`config.mk`:
```
export PLATFORM = sky130hd
export DESIGN_NAME = alu_bist_flat
export DESIGN_NICKNAME = d
export VERILOG_FILES = /design/src/rtl/alu_bist_pkg.sv /design/src/rtl/alu_bist_if.sv /design/src/rtl/alu_bist_ref_model.sv /design/src/rtl/alu_bist.sv /design/src/flat_wrapper.sv
export SDC_FILE = /design/constraint.sdc
export NUM_CORES = 1
export LEC_CHECK = 0
export CORE_ASPECT_RATIO = 0.75
export CORE_UTILIZATION = 52
export DETAILED_ROUTE_END_ITERATION = 12
export PLACE_DENSITY = 0.85
export SLEW_MARGIN = 20
export SYNTH_ARGS = -nofsm -noshare
export SYNTH_HDL_FRONTEND = slang
export SYNTH_SLANG_ARGS = --single-unit
```
`constraint.sdc`:
```
create_clock -name i_clk -period 4.6 [get_ports i_clk]
set_input_delay 0.46 -clock i_clk [delete_from_list [all_inputs] [get_ports i_clk]]
set_output_delay 0.46 -clock i_clk [all_outputs]
set_load 0.02 [all_outputs]
```
`src/rtl/alu_bist_pkg.sv`:
```
// rtl/alu_bist_pkg.sv - shared types and constants for the ALU BIST sequencer
package alu_bist_pkg;

   typedef enum logic [2:0] {
      OP_ADD = 3'd0,
      OP_LSH = 3'd1,
      OP_AND = 3'd2,
      OP_OR  = 3'd3,
      OP_SUB = 3'd4,
      OP_RSH = 3'd5,
      OP_CMP = 3'd6
   } alu_op_e;

   typedef enum logic [2:0] {
      ST_IDLE,
      ST_SEED,
      ST_DRIVE,
      ST_CHECK,
      ST_DONE
   } bist_state_e;

   localparam int NUM_CORNERS = 4;

   // {A,B} per corner vector; entry 0 is applied first
   localparam logic [NUM_CORNERS-1:0][15:0] CORNER_VECS =
      {16'hFFFF, 16'h8080, 16'hFF01, 16'h0000};

   // Fibonacci taps 16,14,13,11
   localparam logic [15:0] LFSR_TAPS = 16'hB400;

   function automatic logic [15:0] lfsr_next(input logic [15:0] s);
      return {s[14:0], ^(s & LFSR_TAPS)};
   endfunction

endpackage

```
`src/rtl/alu_bist_if.sv`:
```
// rtl/alu_bist_if.sv - ALU operand/result bundle between the BIST initiator and the ALU
interface alu_bist_if;
   import alu_bist_pkg::*;

   logic [7:0] dat_a;
   logic [7:0] dat_b;
   alu_op_e    alu_op;
   logic       sc_in;
   logic [7:0] rslt;
   logic       zero;
   logic       par;
   logic       sco;

   modport master (
      output dat_a, dat_b, alu_op, sc_in,
      input  rslt, zero, par, sco
   );

   modport slave (
      input  dat_a, dat_b, alu_op, sc_in,
      output rslt, zero, par, sco
   );

endinterface

```
`src/rtl/alu_bist_ref_model.sv`:
```
// rtl/alu_bist_ref_model.sv - combinational ALU reference model
// SCo is only meaningful for ADD/LSH/RSH, flagged by o_sco_valid.
module alu_ref_model
   import alu_bist_pkg::*;
(
   input  logic [7:0] i_a,
   input  logic [7:0] i_b,
   input  alu_op_e    i_op,
   input  logic       i_sc_in,
   output logic [7:0] o_rslt,
   output logic       o_zero,
   output logic       o_par,
   output logic       o_sco,
   output logic       o_sco_valid
);

   logic [8:0] w_sum;

   assign w_sum = {1'b0, i_a} + {1'b0, i_b};

   always_comb begin
      o_rslt      = 8'h00;
      o_sco       = 1'b0;
      o_sco_valid = 1'b0;
      case (i_op)
         OP_ADD: begin
            o_rslt      = w_sum[7:0];
            o_sco       = w_sum[8];
            o_sco_valid = 1'b1;
         end
         OP_LSH: begin
            o_rslt      = {i_a[6:0], i_sc_in};
            o_sco       = i_a[7];
            o_sco_valid = 1'b1;
         end
         OP_AND: o_rslt = i_a & i_b;
         OP_OR:  o_rslt = i_a | i_b;
         OP_SUB: o_rslt = i_a - i_b;
         OP_RSH: begin
            o_rslt      = {1'b0, i_a[7:1]};
            o_sco       = i_a[0];
            o_sco_valid = 1'b1;
         end
         OP_CMP: o_rslt = {6'b0, (i_a > i_b), (i_a != i_b)};
         default: o_rslt = 8'h00;
      endcase
   end

   assign o_zero = (o_rslt == 8'h00);
   assign o_par  = ^o_rslt;

endmodule

```
`src/rtl/alu_bist.sv`:
```
// rtl/alu_bist.sv - ALU built-in self-test sequencer
// Drives corner then LFSR vectors per opcode and scores the ALU response.
module alu_bist
   import alu_bist_pkg::*;
#(
   parameter int unsigned VECS_PER_OP = 16,
   parameter logic [15:0] LFSR_SEED   = 16'hACE1
) (
   input  logic       i_clk,
   input  logic       i_rst_n,
   input  logic       i_start,
   alu_bist_if.master alu,
   output logic       o_busy,
   output logic       o_done,
   output logic       o_pass,
   output logic [7:0] o_fail_count,
   output logic [2:0] o_fail_op,
   output logic [7:0] o_fail_a,
   output logic [7:0] o_fail_b
);

   localparam logic [8:0] LAST_VEC = 9'(VECS_PER_OP + NUM_CORNERS - 1);

   bist_state_e r_state;
   logic [15:0] r_lfsr;
   alu_op_e     r_op;
   logic [8:0]  r_vec;
   logic [7:0]  r_dat_a;
   logic [7:0]  r_dat_b;
   alu_op_e     r_alu_op;
   logic        r_sc_in;
   logic        r_busy;
   logic        r_done;
   logic        r_pass;
   logic [7:0]  r_fail_count;
   logic [2:0]  r_fail_op;
   logic [7:0]  r_fail_a;
   logic [7:0]  r_fail_b;

   logic [7:0]  w_exp_rslt;
   logic        w_exp_zero;
   logic        w_exp_par;
   logic        w_exp_sco;
   logic        w_exp_sco_valid;
   logic        w_mismatch;

   alu_ref_model u_ref (
      .i_a         (r_dat_a),
      .i_b         (r_dat_b),
      .i_op        (r_alu_op),
      .i_sc_in     (r_sc_in),
      .o_rslt      (w_exp_rslt),
      .o_zero      (w_exp_zero),
      .o_par       (w_exp_par),
      .o_sco       (w_exp_sco),
      .o_sco_valid (w_exp_sco_valid)
   );

   assign w_mismatch = (alu.rslt != w_exp_rslt) || (alu.zero != w_exp_zero) ||
                       (alu.par != w_exp_par) ||
                       (w_exp_sco_valid && (alu.sco != w_exp_sco));

   // Status outputs trail the state by one cycle, so Done lands 2 + 2*vectors after Start
   always_ff @(posedge i_clk or negedge i_rst_n) begin
      if (!i_rst_n) begin
         r_state      <= ST_IDLE;
         r_lfsr       <= LFSR_SEED;
         r_op         <= OP_ADD;
         r_vec        <= 9'd0;
         r_dat_a      <= 8'h00;
         r_dat_b      <= 8'h00;
         r_alu_op     <= OP_ADD;
         r_sc_in      <= 1'b0;
         r_busy       <= 1'b0;
         r_done       <= 1'b0;
         r_pass       <= 1'b0;
         r_fail_count <= 8'h00;
         r_fail_op    <= 3'd0;
         r_fail_a     <= 8'h00;
         r_fail_b     <= 8'h00;
      end else begin
         r_busy <= (r_state == ST_SEED) || (r_state == ST_DRIVE) || (r_state == ST_CHECK);
         r_done <= (r_state == ST_DONE);
         r_pass <= (r_state == ST_DONE) && (r_fail_count == 8'h00);
         case (r_state)
            ST_IDLE: if (i_start) r_state <= ST_SEED;
            ST_SEED: begin
               r_lfsr       <= LFSR_SEED;
               r_fail_count <= 8'h00;
               r_fail_op    <= 3'd0;
               r_fail_a     <= 8'h00;
               r_fail_b     <= 8'h00;
               r_op         <= OP_ADD;
               r_vec        <= 9'd0;
               r_state      <= ST_DRIVE;
            end
            ST_DRIVE: begin
               r_alu_op <= r_op;
               if (r_vec < 9'(NUM_CORNERS)) begin
                  {r_dat_a, r_dat_b} <= CORNER_VECS[r_vec[1:0]];
                  r_sc_in            <= 1'b0;
               end else begin
                  r_dat_a <= r_lfsr[15:8];
                  r_dat_b <= r_lfsr[7:0];
                  r_sc_in <= r_lfsr[0] ^ r_lfsr[15];
               end
               r_state <= ST_CHECK;
            end
            ST_CHECK: begin
               if (w_mismatch) begin
                  // a zero count means no earlier failure in this run
                  if (r_fail_count == 8'h00) begin
                     r_fail_op <= r_alu_op;
                     r_fail_a  <= r_dat_a;
                     r_fail_b  <= r_dat_b;
                  end
                  if (r_fail_count != 8'hFF) r_fail_count <= r_fail_count + 8'd1;
               end
               if (r_vec >= 9'(NUM_CORNERS)) r_lfsr <= lfsr_next(r_lfsr);
               if (r_vec == LAST_VEC) begin
                  r_vec <= 9'd0;
                  if (r_op == OP_CMP) begin
                     r_state <= ST_DONE;
                  end else begin
                     r_op    <= alu_op_e'(r_op + 3'd1);
                     r_state <= ST_DRIVE;
                  end
               end else begin
                  r_vec   <= r_vec + 9'd1;
                  r_state <= ST_DRIVE;
               end
            end
            ST_DONE: if (i_start) r_state <= ST_SEED;
            default: r_state <= ST_IDLE;
         endcase
      end
   end

   assign alu.dat_a    = r_dat_a;
   assign alu.dat_b    = r_dat_b;
   assign alu.alu_op   = r_alu_op;
   assign alu.sc_in    = r_sc_in;
   assign o_busy       = r_busy;
   assign o_done       = r_done;
   assign o_pass       = r_pass;
   assign o_fail_count = r_fail_count;
   assign o_fail_op    = r_fail_op;
   assign o_fail_a     = r_fail_a;
   assign o_fail_b     = r_fail_b;

endmodule

```
`src/flat_wrapper.sv`:
```
// flat-port wrapper written by rule: the top's interface ports become plain ports
module alu_bist_flat import alu_bist_pkg::*;
#(
   parameter int unsigned VECS_PER_OP = 16,
   parameter logic [15:0] LFSR_SEED   = 16'hACE1
)
  (i_clk, i_rst_n, i_start, o_busy, o_done, o_pass, o_fail_count, o_fail_op, o_fail_a, o_fail_b, alu_dat_a, alu_dat_b, alu_alu_op, alu_sc_in, alu_rslt, alu_zero, alu_par, alu_sco);
  alu_bist_if alu_i ();
  input  logic i_clk;
  input  logic i_rst_n;
  input  logic i_start;
  output logic o_busy;
  output logic o_done;
  output logic o_pass;
  output logic [7:0] o_fail_count;
  output logic [2:0] o_fail_op;
  output logic [7:0] o_fail_a;
  output logic [7:0] o_fail_b;
  output wire logic [$bits(alu_i.dat_a)-1:0] alu_dat_a;
  output wire logic [$bits(alu_i.dat_b)-1:0] alu_dat_b;
  output wire logic [$bits(alu_i.alu_op)-1:0] alu_alu_op;
  output wire logic [$bits(alu_i.sc_in)-1:0] alu_sc_in;
  input wire logic [$bits(alu_i.rslt)-1:0] alu_rslt;
  input wire logic [$bits(alu_i.zero)-1:0] alu_zero;
  input wire logic [$bits(alu_i.par)-1:0] alu_par;
  input wire logic [$bits(alu_i.sco)-1:0] alu_sco;
  assign alu_dat_a = alu_i.dat_a;
  assign alu_dat_b = alu_i.dat_b;
  assign alu_alu_op = alu_i.alu_op;
  assign alu_sc_in = alu_i.sc_in;
  assign alu_i.rslt = alu_rslt;
  assign alu_i.zero = alu_zero;
  assign alu_i.par = alu_par;
  assign alu_i.sco = alu_sco;
  alu_bist #(.VECS_PER_OP(VECS_PER_OP), .LFSR_SEED(LFSR_SEED)) u_core (.i_clk(i_clk), .i_rst_n(i_rst_n), .i_start(i_start), .alu(alu_i), .o_busy(o_busy), .o_done(o_done), .o_pass(o_pass), .o_fail_count(o_fail_count), .o_fail_op(o_fail_op), .o_fail_a(o_fail_a), .o_fail_b(o_fail_b));
endmodule
```
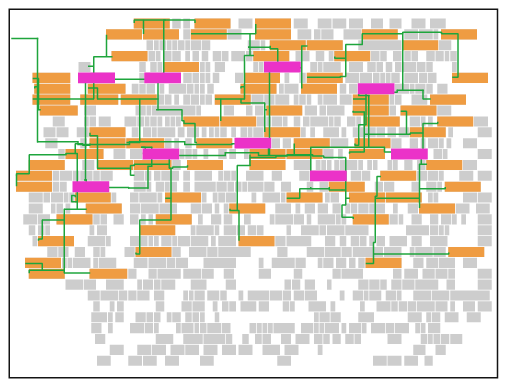
(images/clk_routes.png)
Scale: 4 px per um.
[orange] flip-flops | count: 81
[magenta] clock drivers | count: 9
[green] clock wires | length: 1040 um
routed clock nets: 10
clk latency late pin: 340 ps
Clock Power: 0.761 mW
Worst Skew: 9.47 ps
clock share of power: 13.6%

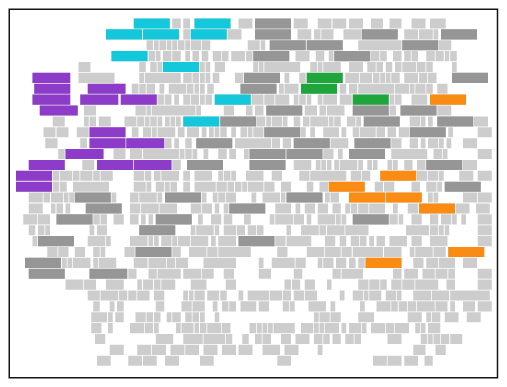
(images/flops_by_reg.png)
Scale: 4 px per um. Other sequential cells in the stronger gray, the rest of the logic in the fainter gray.
| color | signal | sequential cells |
|---|---|---|
| cyan | u_core.r_vec | 9 |
| orange | u_core.o_fail_a | 8 |
| green | u_core.r_op | 3 |
| purple | u_core.r_lfsr | 16 |
Flop+latch power: 1.18 mW
register area: 2040 um2
Core Util, Final: 66.8%
Seq area share: 29.4%

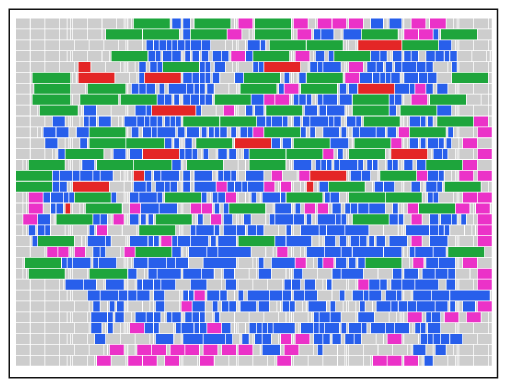
(images/placement_by_type.png)
Scale: 4 px per um. Fill, decap, tap and diode cells in gray.
| color | class | cells | share of their area |
|---|---|---|---|
| magenta | other buffers and delay cells | 102 | 14% |
| red | clock drivers and dummy loads | 15 | 4.6% |
| blue | combinational and other logic | 528 | 52% |
| green | flops | 81 | 30% |
CORE AREA: 10400 um2
Design Area, Final: 6930 um2

==> GITHUB_STEP_SUMMARY <==
## PnR job results

| Metric | Value |
|---|---|
| Complex Gates by Area | `23.3%` |
| Final worst-path cycle share | `96.4%` |
| Sinks on the clock net | `81` |
| Unique cell types | `79` |
| Hpwl dp | `12.3 mm` |
| CTS root buffer | `clkbuf_16` |
| Buffers on Ports | `63` |
| Num CTS Buffers | `9` |
| PD cells | `811 nW/um2` |
| GRT met3 Usage | `6.28%` |
| YS chip area | `5590 um2` |
| Yosys stat cell total | `645` |
| Placed instance area | `6490 um2` |
| Reg clk slew, reported paths | `60 ps` |
| Top logic family | `AND-OR/OR-AND gates` |
| Fmax | `225 MHz` |
| Post-CTS sizing | `9` |
| Area taken by multi-input logic gates | `3340 um2` |
| Via density | `6.42` |
| FP Rows | `32` |
| Pins Over Slew Limit | `0` |
| Max-area cell share | `32.7%` |
| Critical-path cell list | `inv_2 > ha_1 > o21bai_1 > nor4b_2 > nor4_1 > o21ai_0 > and3_1 > ha_1 > xnor2_1 > xnor2_1 > or4_4 > a2111oi_4 > buf_4 > and2_4 > buf_6 > o41ai_1 > a21oi_1` |
| Xor/xnor share of the synthesized area | `2.19%` |
| Worst setup slack after layout | `165 ps` |
| Wire length per cell | `20.1 um` |
| Commonest cells in the synthesized netlist | `nand2_1, dfrtp_1, a21oi_1, nor2_1, inv_1` |
| Max VDD drop | `0.420 mV` |
| Antenna-violating nets left | `0` |
| Vias in the first global route | `5102` |
| Layout cells sized above 1 | `15.6%` |
| Outcome | `completed` |
| Worst min-delay path class | `primary input to asynchronous set/reset pin` |
| Switch share | `45.7%` |
| CP delay by family, top | `simple AND/OR/NAND/NOR gates` |
| Crit-path max cell delay | `490 ps` |
| Max Cap Viol | `0` |
| Flop pwr share | `20.9%` |
| Area growth, synth to finish | `24.0%` |
| # hold bufs at CTS | `0` |
| Required @ worst endpoint | `4850 ps` |
| Met2 usage | `46.8%` |
| Top Consumer | `combinational cells` |
| #FFs+latches synth | `81` |
| Slew HR | `36.3%` |
| Critical path startpoint category | `flip-flop` |
| Total combinational power | `3.68 mW` |
| Synth Net Count | `695` |
| Die Wd | `122 um` |
-- path summary, 6_finish.rpt --
kind | endpoint | startpoint | cells past startpoint
max in group asynchronous | u_core.alu.dat_a[2]$_DFFE_PN0P_ | i_rst_n | 1
setup reg to reg | u_core.o_fail_count[7]$_DFFE_PN0P_ | u_core.alu.dat_b[1]$_DFFE_PN0P_ | 17
hold reg to reg | u_core.r_vec[8]$_DFFE_PN0P_ | u_core.r_vec[8]$_DFFE_PN0P_ | 1
hold / removal | u_core.o_fail_count[0]$_DFFE_PN0P_ | i_rst_n | 1
setup / recovery | u_core.o_fail_count[7]$_DFFE_PN0P_ | u_core.alu.dat_b[1]$_DFFE_PN0P_ | 17
min in group i_clk | u_core.r_vec[8]$_DFFE_PN0P_ | u_core.r_vec[8]$_DFFE_PN0P_ | 1
-- final cells by class --
class	instances	area share (%)
Tap cell	136	2.46
Timing Repair Buffer	102	13.4
Clock inverter	5	1.17
Inverter	38	2.06
Clock buffer	10	3.31
Sequential cell	81	29.4
Multi-Input combinational cell	490	48.2
-- sequential cells by signal (all words and copies together), names as in the netlist, 3 cells and up --
signal               count
u_core.r_lfsr           16
u_core.r_op              3
u_core.alu.dat_b         8
u_core.r_state           3
u_core.alu.dat_a         8
u_core.o_fail_a          8
u_core.o_fail_b          8
u_core.alu.alu_op        3
u_core.o_fail_count      8
u_core.o_fail_op         3
u_core.r_vec             9
-- cells in the final DEF (no fill, tap or decap), drive strengths merged, types with 22 or more instances in the layout --
cell type	n
o21ai	39
clkdlybuf4s50	62
nor2	49
nand2	81
ha	34
nand4	24
o211ai	22
dfrtp	73
a21oi	50
buf	40
inv	38
No activity file was given, so power comes from the tool's default toggle rates.
